===== config.mk =====
export PLATFORM = sky130hd
export DESIGN_NAME = uart_tx
export DESIGN_NICKNAME = d
export VERILOG_FILES = /design/src/rtl/uart_pkg.sv /design/src/rtl/uart_baud_tick.sv /design/src/rtl/uart_tx.sv
export SDC_FILE = /design/constraint.sdc
export NUM_CORES = 1
export LEC_CHECK = 0
export ABC_CLOCK_PERIOD_IN_PS = 3800
export CORE_UTILIZATION = 40
export CTS_CLUSTER_DIAMETER = 80
export DETAILED_ROUTE_END_ITERATION = 8
export MAX_ROUTING_LAYER = met4
export PLACE_DENSITY_LB_ADDON = 0.25
export SYNTH_ARGS = -nofsm -noshare
export SYNTH_HDL_FRONTEND = slang
export SYNTH_HIERARCHICAL = 1
export SYNTH_SLANG_ARGS = --single-unit
export TNS_END_PERCENT = 100

===== constraint.sdc =====
create_clock -name clock -period 3.8 [get_ports clock]
set_input_delay 0.76 -clock clock [delete_from_list [all_inputs] [get_ports clock]]
set_output_delay 0.76 -clock clock [all_outputs]
set_load 0.01 [all_outputs]

===== src/rtl/uart_pkg.sv =====
// uart_pkg: shared UART constants (FSM encoding, parity modes, frame width).
package uart_pkg;

    localparam int DATA_BITS = 8;

    localparam int PAR_NONE = 0;
    localparam int PAR_ODD  = 1;
    localparam int PAR_EVEN = 2;

    localparam logic [4:0] S_IDLE   = 5'b00001;
    localparam logic [4:0] S_START  = 5'b00010;
    localparam logic [4:0] S_DATA   = 5'b00100;
    localparam logic [4:0] S_PARITY = 5'b01000;
    localparam logic [4:0] S_STOP   = 5'b10000;

    function automatic logic parity_bit(input logic [DATA_BITS-1:0] data, input int mode);
        return (^data) ^ (mode == PAR_ODD);
    endfunction

endpackage


===== src/rtl/uart_baud_tick.sv =====
// uart_baud_tick: per-frame bit timer; strobes bit_end every 2*div+1 cycles while enabled.
module uart_baud_tick (
    input  logic        clock,
    input  logic        reset,
    input  logic        en,
    input  logic        load,
    input  logic [15:0] clock_div,
    output logic        bit_end
);

    logic [15:0] div_q;
    logic [16:0] cnt;

    assign bit_end = en && cnt == '0;

    // load latches the divisor so mid-frame clock_div changes wait for the next frame
    always_ff @(posedge clock or posedge reset) begin
        if (reset) begin
            div_q <= '0;
            cnt   <= '0;
        end else if (load) begin
            div_q <= clock_div;
            cnt   <= {clock_div, 1'b0};
        end else if (bit_end) begin
            cnt   <= {div_q, 1'b0};
        end else if (en) begin
            cnt   <= cnt - 17'd1;
        end
    end

endmodule


===== src/rtl/uart_tx.sv =====
// uart_tx: 8N1/8E1/8O1 (1 or 2 stop) serial transmitter with a one-deep holding register.
module uart_tx
    import uart_pkg::*;
#(
    parameter int PARITY    = 0,
    parameter int STOP_BITS = 1
) (
    input  logic        clock,
    input  logic        reset,
    input  logic [15:0] clock_div,
    input  logic [7:0]  tx_data,
    input  logic        tx_start,
    output logic        tx_ready,
    output logic        tx_busy,
    output logic        tx_done,
    output logic        tx
);

    localparam int PAR_MODE = (PARITY == PAR_ODD || PARITY == PAR_EVEN) ? PARITY : PAR_NONE;
    localparam bit PAR_EN   = PAR_MODE != PAR_NONE;
    localparam bit TWO_STOP = STOP_BITS == 2;

    logic [4:0]           st;
    logic [DATA_BITS-1:0] hold, sh;
    logic [2:0]           idx;
    logic                 hold_full, par_q, stop_cnt, bit_end;
    logic                 load, last_stop, frame_end, launch, line;

    assign tx_ready  = !hold_full;
    assign load      = tx_start && !hold_full;
    assign last_stop = !TWO_STOP || stop_cnt;
    assign frame_end = st == S_STOP && bit_end && last_stop;
    assign launch    = hold_full && (st == S_IDLE || frame_end);
    assign line      = st == S_START  ? 1'b0 :
                       st == S_DATA   ? sh[0] :
                       st == S_PARITY ? par_q : 1'b1;

    uart_baud_tick u_tick (
        .clock     (clock),
        .reset     (reset),
        .en        (st != S_IDLE),
        .load      (launch),
        .clock_div (clock_div),
        .bit_end   (bit_end)
    );

    // line and status are registered from the state, so they trail it by one cycle together
    always_ff @(posedge clock or posedge reset) begin
        if (reset) begin
            st        <= S_IDLE;
            hold      <= '0;
            hold_full <= 1'b0;
            sh        <= '0;
            idx       <= '0;
            par_q     <= 1'b0;
            stop_cnt  <= 1'b0;
            tx        <= 1'b1;
            tx_busy   <= 1'b0;
            tx_done   <= 1'b0;
        end else begin
            hold_full <= load || (hold_full && !launch);
            if (load)
                hold <= tx_data;
            if (launch) begin
                sh       <= hold;
                par_q    <= parity_bit(hold, PAR_MODE);
                idx      <= '0;
                stop_cnt <= 1'b0;
                st       <= S_START;
            end else if (bit_end) begin
                case (st)
                    S_START:  st <= S_DATA;
                    S_DATA: begin
                        sh  <= sh >> 1;
                        idx <= idx + 3'd1;
                        if (idx == 3'(DATA_BITS - 1))
                            st <= PAR_EN ? S_PARITY : S_STOP;
                    end
                    S_PARITY: st <= S_STOP;
                    S_STOP: begin
                        if (last_stop)
                            st <= S_IDLE;
                        else
                            stop_cnt <= 1'b1;
                    end
                    default:  st <= S_IDLE;
                endcase
            end
            tx      <= line;
            tx_busy <= st != S_IDLE;
            tx_done <= frame_end;
        end
    end

endmodule


Figure 1. Register map, names as in the netlist.
(4 px per µm)
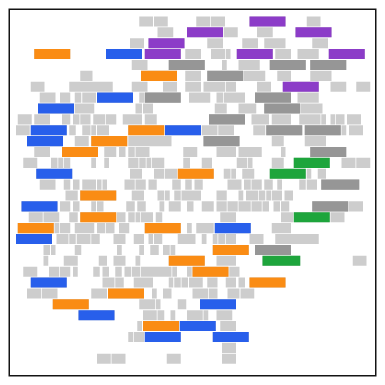
Blue stands for u_tick/div_q, sequential cells 16. Orange stands for u_tick/cnt, sequential cells 17. Green stands for st, sequential cells 4, where east. Purple stands for hold, sequential cells 8.

==> impl_table.tex <==
% Table of physical implementation metrics
\begin{tabular}{lr}
\hline
Metric & Value \\
\hline
\multicolumn{2}{l}{\textbf{Worst setup path}} \\
\quad Capturing point of the worst reg2reg path & u\_tick/div\_q[1] \\
\quad Worst reg2reg setup slack & 0.61 ns \\
\quad Worst reg-to-reg path cell count & 8 \\
\quad Largest fanout of any net on the critical path & 25 \\
\quad Slowest CP cell & sky130\_fd\_sc\_hd\_\_nor4\_4 \\
\quad Critical path class & reg -> reg \\
\quad CP Buf/Inv Count & 2 \\
\quad Critical Path End & u\_tick/div\_q[1] \\
\quad Crit path max-delay family & simple AND/OR/NAND/NOR gates \\
\multicolumn{2}{l}{\textbf{Logic synthesis}} \\
\quad Portion of synthesized cell area occupied by the leading cell type & 45.54\% \\
\quad Synthesized chip area reported by yosys & 3187 µm² \\
\quad Most common reg cell & sky130\_fd\_sc\_hd\_\_dfrtp\_1 \\
\quad Most area-consuming cells after synthesis & sky130\_fd\_sc\_hd\_\_dfrtp\_1 (46\%), sky130\_fd\_sc\_hd\_\_mux2\_2 (9.5\%), sky130\_fd\_sc\_hd\_\_mux2\_4 (5.7\%), sky130\_fd\_sc\_hd\_\_mux2i\_1 (3.5\%), sky130\_fd\_sc\_hd\_\_nor2\_1 (2.5\%) \\
\quad Unique masters post-synth & 51 \\
\quad Dominant kind of combinational cell & multiplexers \\
\quad Gate count after technology mapping & 286 \\
\quad Proportion of synthesized area in mux cells & 18.65\% \\
\quad Cells in synth\_stat.txt & 286 \\
\quad Sequential element share of the synthesized area & 47.19\% \\
\quad Proportion of register bits with asynchronous set or reset after synthesis & 100.0\% \\
\quad Top cells by count & sky130\_fd\_sc\_hd\_\_dfrtp\_1 (58), sky130\_fd\_sc\_hd\_\_mux2\_2 (27), sky130\_fd\_sc\_hd\_\_nor2\_1 (21) \\
\multicolumn{2}{l}{\textbf{Finish}} \\
\quad Non-clock buffers & 36 \\
\quad Final core utilization & 49.42\% \\
\quad Area taken by multi-input logic gates & 1550 µm² \\
\quad Clock tree buffer count of the final layout & 9 \\
\quad Layout Cells excl Fill & 427 \\
\quad Flop share of the area & 39.38\% \\
\quad Largest cell class by area & combinational gates \\
\quad Largest registers & u\_tick/cnt (17), u\_tick/div\_q (16) \\
\quad ClkCell Share & 6.258\% \\
\quad Area growth from synthesis to final layout & 19.83\% \\
\quad Non-CTS inverters & 14 \\
\quad Combinational share of cell area & 40.60\% \\
\quad Register Area & 1504 µm² \\
\quad Max reg flops & 17 \\
\multicolumn{2}{l}{\textbf{Worst hold path}} \\
\quad Hold Path Stages & 1 \\
\quad Min-Delay Endpoint & u\_tick/div\_q[7] \\
\multicolumn{2}{l}{\textbf{Floorplanning}} \\
\quad Starting density of the core & 41.24\% \\
\quad Top-Level Pins & 31 \\
\quad Floorplan die height & 91.26 µm \\
\quad Standard cell core area & 7727 µm² \\
\quad Die Width & 91.26 µm \\
\quad Area enclosed by the die boundary & 8328 µm² \\
\multicolumn{2}{l}{\textbf{Final timing}} \\
\quad Worst Setup Slack, final & 0.6105 ns \\
\quad Setup TNS after final layout & 0 ns \\
\quad Timing-limited maximum frequency & 0.3135 GHz \\
\quad Worst slack on hold paths & 0.5058 ns \\
\quad Worst max-slew margin expressed relative to the limit & 31.05\% \\
\quad Setup skew after layout & 0.01069 ns \\
\quad Worst-margin pin slew & 1.033 ns \\
\multicolumn{2}{l}{\textbf{Clock network}} \\
\quad Number of buffers added by the clock tree synthesis step & 9 \\
\quad Clock-pin slew reported for the worst setup and hold paths after clock tree synthesis & 0.07 ns \\
\quad Hold\_buf cts & 0 \\
\quad Resized cells post-CTS & 0 \\
\quad CTS tree & yes \\
\quad Number of sinks handled by clock tree synthesis & 60 \\
\quad Clock Tree Buf Depth & 2 \\
\quad H-tree Lvls & 3 \\
\multicolumn{2}{l}{\textbf{Place}} \\
\quad Post-DP Area & 3580 µm² \\
\quad Final weighted congestion of routability-driven global placement & 0.8067 \\
\quad Placed instance count & 411 \\
\quad Worst slack, placed & 0.6247 ns \\
\multicolumn{2}{l}{\textbf{Pwr}} \\
\quad Net Switching & 0.0002849 W \\
\quad Cell-internal power & 0.001113 W \\
\quad Clock distribution power & 0.000691 W \\
\quad Dominant power group & the clock network \\
\quad Clock power frac & 49.4\% \\
\quad Comb power & 0.0000531 W \\
\multicolumn{2}{l}{\textbf{Routing}} \\
\quad Wirelength, routed & 6.615 mm \\
\quad Routed wire length on met2 & 3.081 mm \\
\quad Uppermost layer routed & met4 \\
\quad Routed met1 length & 3.203 mm \\
\quad Post-detailed-route DRC marker count & 0 \\
\quad Router iterations before antenna repair & 6 \\
\multicolumn{2}{l}{\textbf{Run status}} \\
\quad Status & completed \\
\multicolumn{2}{l}{\textbf{GRT}} \\
\quad Wire length of the first global-routing pass & 11.46 mm \\
\quad Number of antenna violations at the first check in global routing & 0 \\
\quad Routing layer with the top usage in global route & met2 \\
\multicolumn{2}{l}{\textbf{Run}} \\
\quad Number of logged tool warnings & 27 \\
\hline
\end{tabular}
Figure 2. PDN straps and rails.
(4 px per µm) Pins as bars on the die edge. Tap cells in grey.
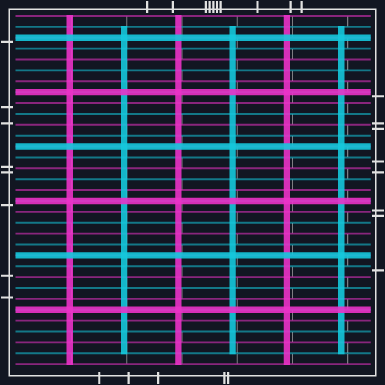
Cyan stands for VDD. Magenta stands for VSS.
6 straps on met5. The core has 32 rows. 102 tap cells. 31 signal pins sit on the boundary.

Power is estimated from default activity; no workload was simulated.
